Routing congestion map:
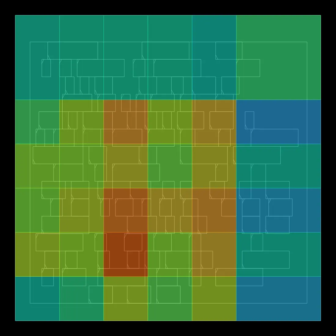
Logic cells by family:
Drawn at 6 px/µm.
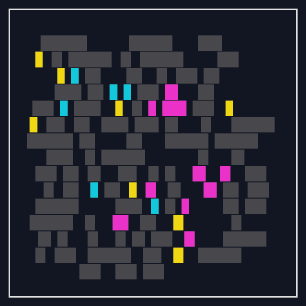
Pin map:
Drawn at 10 px/µm. Pins as bars across the die edge, other pins in grey.
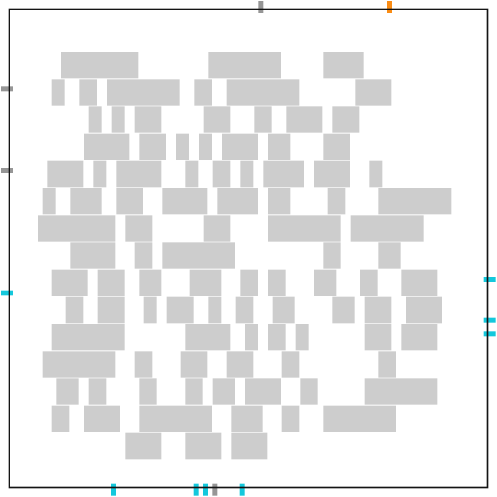
A small window of the routed layout:
Window x 11 to 36, y 2 to 27 µm. Cells in grey, sequential cells in the stronger grey; small squares are vias.
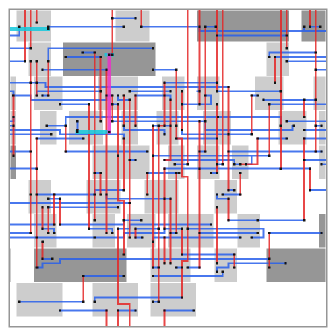
Sequential cells grouped by signal name:
Drawn at 6 px/µm.
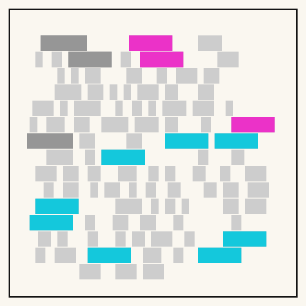
==> config.mk <==
export PLATFORM = sky130hd
export DESIGN_NAME = seq_detector_param
export DESIGN_NICKNAME = d
export VERILOG_FILES = /design/src/rtl/seq_detector_param.sv
export SDC_FILE = /design/constraint.sdc
export NUM_CORES = 1
export LEC_CHECK = 0
export ABC_AREA = 0
export CELL_PAD_IN_SITES_DETAIL_PLACEMENT = 1
export CELL_PAD_IN_SITES_GLOBAL_PLACEMENT = 1
export CORE_MARGIN = 2
export CORE_UTILIZATION = 36
export CTS_CLUSTER_DIAMETER = 40
export DETAILED_ROUTE_END_ITERATION = 6
export GPL_TIMING_DRIVEN = 1
export PLACE_DENSITY_LB_ADDON = 0.15
export SYNTH_ARGS = -nofsm -noshare
export SYNTH_HDL_FRONTEND = slang
export SYNTH_SLANG_ARGS = --single-unit
export TNS_END_PERCENT = 1
==> constraint.sdc <==
create_clock -name clk -period 2 [get_ports clk]
set_input_delay 0.3 -clock clk [delete_from_list [all_inputs] [get_ports clk]]
set_output_delay 0.3 -clock clk [all_outputs]
set_load 0.005 [all_outputs]
==> Changelog: implementation <==
## Implementation

- Unique cell types: 27
- Largest type area fraction: 40.8%
- CP most frequent cell: ha_1
- Max-capacitance violation count: 0
- Max incr delay on CP: 0.40 ns
- Clk_lat worst skew: 0.27 ns
- Status: completed
- Hold Buf Count CTS: 0
- RSZ-0062 raised after global routing: no
- Gr usage total: 16.7%
- Syn nets: 88
- Worst setup SP type: register
- H-tree levels: 1
- Yosys Chip Area: 687 µm²
- CTS Root Cell: clkbuf_4
- CTS clk-pin slew, worst paths: 0.08 ns
- PnR Total Power: 498 µW
- IO Count: 13
- Final wirelength: 1.65 mm
- Worst Hold Class: register to register
- Final Max Slew Viols: 0
- Synth Seq Share: 40.8%
- Worst slack, placed: -0.148 ns
- Ys Warns: 0
- Commonest flop: dfxtp_1
- Setup ws final: 0.0603 ns
- Synth Area in Adders: 7.29%
- Top Layout Cells: 12 x dfxtp_1, 11 x clkdlybuf4s50_1, 10 x a21oi_1
- Placed cell area: 875 µm²
- Met2 wire len: 751 µm
- Deepest clock path buffer count: 2
- Ys async rst share: 0%
- Antenna-violating nets left: 0
- P&R area growth vs syn: 32.2%
- Drt drc: 0
- Setup bufs post-CTS: 0
- DR vias: 658
- Mux area share: 2.91%
- CP required: 1.70 ns
- PD cells: 548 mW/mm²
- Design Area, Final: 908 µm²
- Xor/xnor share: 1.28%
- Num CTS Buffers: 3
- Drt pass-1 iters: 4
- CTS tree: built
- CP max stage cell: or3_4
- Cells after DPL: 121
- Setup TNS Final: 0 ns
- Clock power share: 31.0%
About 'routing congestion map':
met3 usage: 2.26%
gr busiest metal: met1
DR WL/cell: 13.3 µm
GR Layer Usage met2: 24.0%

About 'logic cells by family':
Key: yellow = NOR gates [cells 8]; magenta = NAND gates [cells 10]; cyan = inverters [cells 6]
Layout Cells excl Fill: 124
Commonest Layout Cell: dfxtp_1
combinational share of cell area: 41.9%

About 'pin map':
Key: orange = reset [pins 1, direction input, edge top]; cyan = match_cnt [pins 8, direction output, edge 4 bottom, 3 right, 1 left]
All pins by edge: 5 bottom, 3 left, 3 right, 2 top.
Port Buffers: 12
Die H: 47.7 µm
Die Width: 47.7 µm

About 'a small window of the routed layout':
Key: cyan = met3; blue = met1; magenta = met4; red = met2
Sequential cells in the window: 4. Most frequent: o21ai_0 (5), dfxtp_1 (4). 38 logic cells have their middle in the window.

About 'sequential cells grouped by signal name':
Key: cyan = match_cnt [flops 8]; magenta = hist_q [flops 3]
fin util: 51.5%
register area: 283 µm²
sequential share of cell area: 31.1%
sequential power: 292 µW

==> layout make-up <==
class | instances | area (µm²)
flip-flops and latches | 14 | 283
clock buffers | 3 | 22.5
inverters | 6 | 22.5
fillers | 226 | 856
repair buffers | 18 | 169
well taps | 25 | 31.3
multi-input cells | 58 | 380
==> critical path: cells and delay by family (launching register included) <==
kind	cells	cell delay, ns
AOI/OAI and AO/OA	1	0.04
DFF	1	0.33
buffers and inverters	2	0.29
adders and majority gates	2	0.30
and+or+nand+nor	1	0.40
==> power groups by stage <==
stage	Clock, mW	Sequential [mW]	Combinational [mW]
6_report	0.154	0.292	0.0524
5_1_grt	0.179	0.292	0.0595
3_5_place_dp	0	0.297	0.0506
2_1_floorplan	0	0.298	0.0246
3_3_place_gp	0	0.297	0.0493
4_1_cts	0.162	0.291	0.0514
Power is estimated from default activity; no workload was simulated.
